==> config.mk <==
export PLATFORM = sky130hd
export DESIGN_NAME = pipe_hazard_unit
export DESIGN_NICKNAME = d
export VERILOG_FILES = /design/src/rtl/pipe_pkg.sv /design/src/rtl/hz_match.sv /design/src/rtl/pipe_hazard_unit.sv
export SDC_FILE = /design/constraint.sdc
export NUM_CORES = 1
export LEC_CHECK = 0
export ABC_AREA = 1
export CAP_MARGIN = 5
export CORE_MARGIN = 8
export CORE_UTILIZATION = 45
export DETAILED_ROUTE_END_ITERATION = 6
export PLACE_DENSITY = 0.72
export SYNTH_ARGS = -nofsm -noshare
export SYNTH_HDL_FRONTEND = slang
export SYNTH_SLANG_ARGS = --single-unit
==> constraint.sdc <==
create_clock -name clk -period 4.9 [get_ports clk]
set_clock_uncertainty 0.15 [all_clocks]
set_input_delay 0.98 -clock clk [delete_from_list [all_inputs] [get_ports clk]]
set_output_delay 0.98 -clock clk [all_outputs]
set_load 0.02 [all_outputs]
Figure 1. Where the registers sit (run 1).
The bar under the picture is 20 um long. Other sequential cells in the stronger gray, the rest of the logic in the fainter gray.
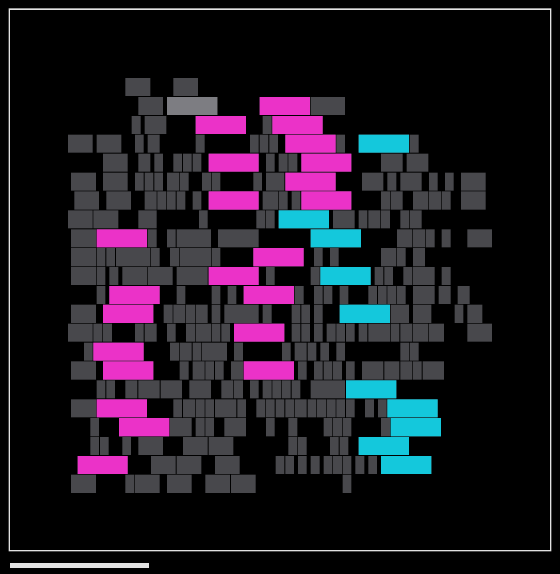
Key: `exe_q` = cyan [sequential cells 10]; `chk` = magenta [sequential cells 22]
Final Core Density: 59.5%
Sequential Power: 277 uW

Figure 2. Placement by cell class (run 1).
Fill, decap, tap and diode cells in gray.
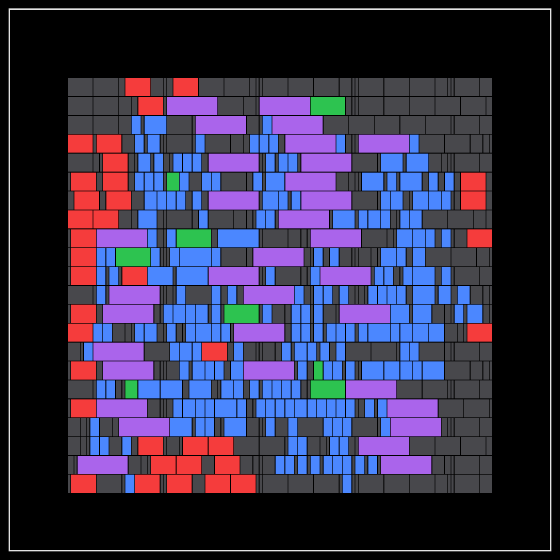
Key: remaining logic cells = blue [cells 220, share of their area 48%]; remaining buffers and delay cells = red [cells 36, share of their area 17%]; registers = purple [cells 33, share of their area 31%]; clock drivers and dummy loads = green [cells 8, share of their area 3.9%]
flop share of the area: 30.3%
area of the core: 3660 um^2
design area: 2180 um^2
count of standard-cell rows: 22

Figure 3. Signal wires by layer (run 1).
The bar under the picture is 20 um long. Only two layers are drawn.
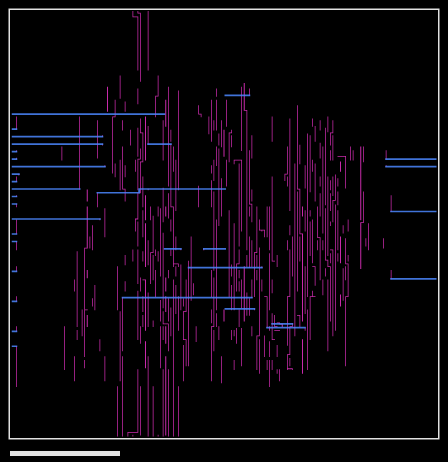
Key: M2 = magenta [wire length 1,900 um]; M3 = blue [wire length 241 um]
GRT Total Usage: 15.0%
vias post-DR: 1,593

==> impl_metrics.tcl, run 1 <==
# yosys + openroad results
set metrics [dict create \
    clkbuf_count 6 \
    place_ws_ns 0.713 \
    final_max_slew_viol_count 0 \
    leakagePower_uw 0.00104 \
    layout_top_cell "nand2_1" \
    cp_max_fo 11 \
    drive_above_1_share_pct 6.40 \
    grt_pass1_vias 1636 \
    layout.cells.non_filler 345 \
    max-vdd-ir-drop_v 0.000267 \
    logic_area_um2 811 \
    clkPwrFrac_pct 35.9 \
    chip_area_um2 6040 \
    r2r_setup_slack_ns 3.23 \
    gr-usage-met3_pct 4.38 \
    pg_comb_uw 66.0 \
    use_met1_pct 17.9 \
    power.density_nw_per_um2 246 \
    area_dominant_class "logic gates" \
    hold_viol 0 \
    die_w_um 77.7 \
    flop_area_um2 661 \
    top_layer "met4" \
    lay_top_cells "nand2_1 (57), nor2_1 (52), inv_1 (48)" \
    buffer_area_share_pct 16.6 \
    path_depth 9 \
    drt_wl_total_um 4080 \
    cp_top_family "buffers and inverters" \
    synth_seq_share_pct 38.5 \
    overflow 0 \
    outcome "finished, final reports clean" \
    syn_area_per_cell_um2 6.65 \
]
run 1: cells by family after synthesis:
logic type	share of synthesized area [%]
xor+xnor	7.66
simple gates	31.9
flops	38.5
compound gates	7.66
buf+inv	14.2
run 1: Yosys cell counts, types with 2 or more instances:
library cell | number | area share (%)
buf_6 | 2 | 1.3
a21oi_1 | 3 | 0.88
nor2_1 | 52 | 11
buf_4 | 2 | 0.88
o21ai_0 | 7 | 2.0
nand3_1 | 9 | 2.6
inv_1 | 48 | 11
xnor2_1 | 5 | 2.6
nand4_2 | 2 | 1.5
dfxtp_1 | 33 | 39
inv_2 | 6 | 1.3
o22ai_1 | 2 | 0.73
xor2_1 | 10 | 5.1
nand4_1 | 4 | 1.5
nand2_1 | 57 | 12
o211ai_1 | 2 | 0.88
nor3_1 | 3 | 0.88
==> run 2, diff against run 1 <==
--- a/config.mk
+++ b/config.mk
@@ -10,7 +10,8 @@
 export CORE_MARGIN = 8
 export CORE_UTILIZATION = 45
 export DETAILED_ROUTE_END_ITERATION = 6
-export PLACE_DENSITY = 0.72
+export PLACE_DENSITY = 0.71
+export SLEW_MARGIN = 15
 export SYNTH_ARGS = -nofsm -noshare
 export SYNTH_HDL_FRONTEND = slang
 export SYNTH_SLANG_ARGS = --single-unit
==> constraint.sdc (replaced) <==
create_clock -name clk -period 3.93 [get_ports clk]
set_clock_uncertainty 0.15 [all_clocks]
set_input_delay 0.786 -clock clk [delete_from_list [all_inputs] [get_ports clk]]
set_output_delay 0.786 -clock clk [all_outputs]
set_load 0.02 [all_outputs]
Figure 4. Clock wiring as the flow saved it (run 2).
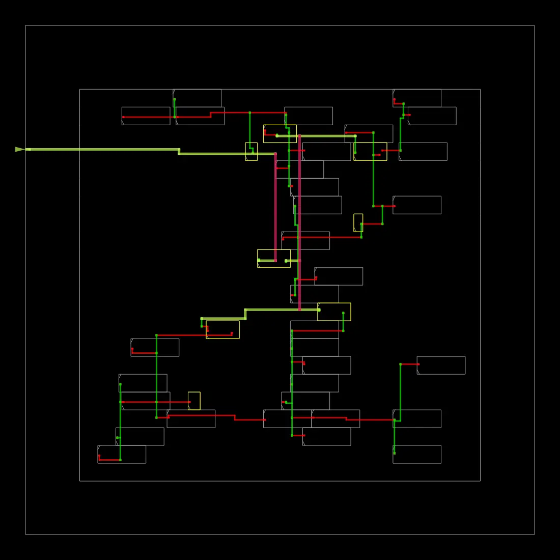
clk sinks: 33
P_clk: 238 uW
flop count: 33

Figure 5. Where the registers sit (run 2).
The bar under the picture is 20 um long. Other sequential cells in the stronger gray, the rest of the logic in the fainter gray.
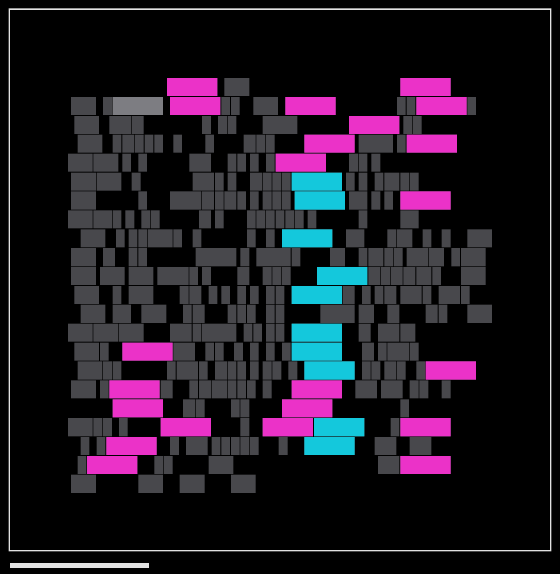
Key: `chk` = magenta [sequential cells 22]; `exe_q` = cyan [sequential cells 10]
Another 1 sequential cells are not colored.
flop share of the area: 30.2%
Sequential Power: 345 uW
Register Area: 661 um^2

Figure 6. Signal wires by layer (run 2).
The bar under the picture is 20 um long. Only two layers are drawn.
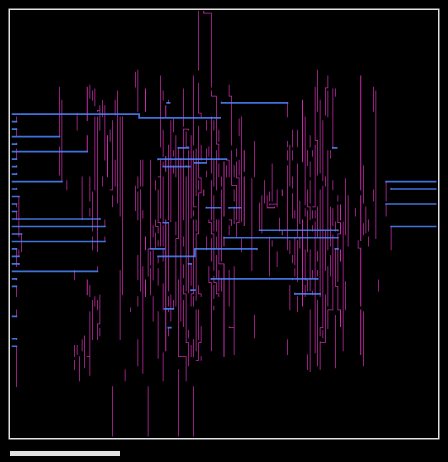
Key: M2 = magenta [wire length 2,090 um]; M3 = blue [wire length 307 um]
GRT Total Usage: 15.4%
vias post-DR: 1,656
Routed WL per cell: 12.7 um
Post-Route WL: 4410 um

==> run 2 against run 1 <==
Area after synthesis did not move. Wire length grew 8.1%. Worst setup slack worse by 0.52 ns. Combinational power up about 30%. Critical path depth up 1. First-iteration DRC count is 5.9% higher. Sequential power is 25% higher. Utilization rose by 0.21 points. Design area increased by 0.34%. Final cell count increased by 0.29%. Power up 25%. Register-to-register slack got worse by 0.93 ns.
==> impl_metrics.tcl, run 2 <==
# yosys + openroad results
set metrics [dict create \
    drive_above_1_share_pct 6.71 \
    outcome "finished, final reports clean" \
    logic_area_um2 811 \
    placementRows 22 \
    layout.cells.non_filler 346 \
    synthTopCellsByCount "nand2_1 (57), nor2_1 (52), inv_1 (48), dfxtp_1 (33), xor2_1 (10)" \
    synth_seq_share_pct 38.5 \
    die_w_um 77.7 \
    grt_pass1_vias 1700 \
    leakagePower_uw 0.00105 \
    chip_area_um2 6040 \
    yosysMostFrequentCell "nand2_1" \
    top_layer "met4" \
    layout_top_cell "nand2_1" \
    top_cell_area_share_pct 38.5 \
    power.density_nw_per_um2 306 \
    pg_comb_uw 86.1 \
    clkPwrFrac_pct 35.5 \
    cp_max_fo 4 \
    lay_top_cells "nand2_1 (57), nor2_1 (52), inv_1 (48)" \
]
==> run 2: worst max-delay path, stage by stage <==
cell and delay, ns:
clkdlybuf4s50_1 0.54, inv_1 0.10, nor2_1 0.11, nor2_1 0.06, nand3_1 0.09, nand2_1 0.09
a21oi_4 0.19, nand2_1 0.09, o21bai_1 0.13, clkdlybuf4s50_1 0.62
==> run 2: final cells by class <==
class	count	share of cell area, %
clock inverters	2	0.458
clock buffers	6	3.32
repair buffers	37	16.8
inverters	54	9.28
well taps	48	2.75
multi-input cells	166	37.1
flip-flops and latches	33	30.2
==> run 2: logic make-up (layout without fill, tap and decap cells) <==
family          count (synthesis)  after routing  synth area share, %
compound gates                 20             20                 7.66
simple gates                  131            131                 31.9
flops                          33             33                 38.5
buf+inv                        59             99                 14.2
xor+xnor                       15             15                 7.66
Power is estimated from default activity; no workload was simulated.
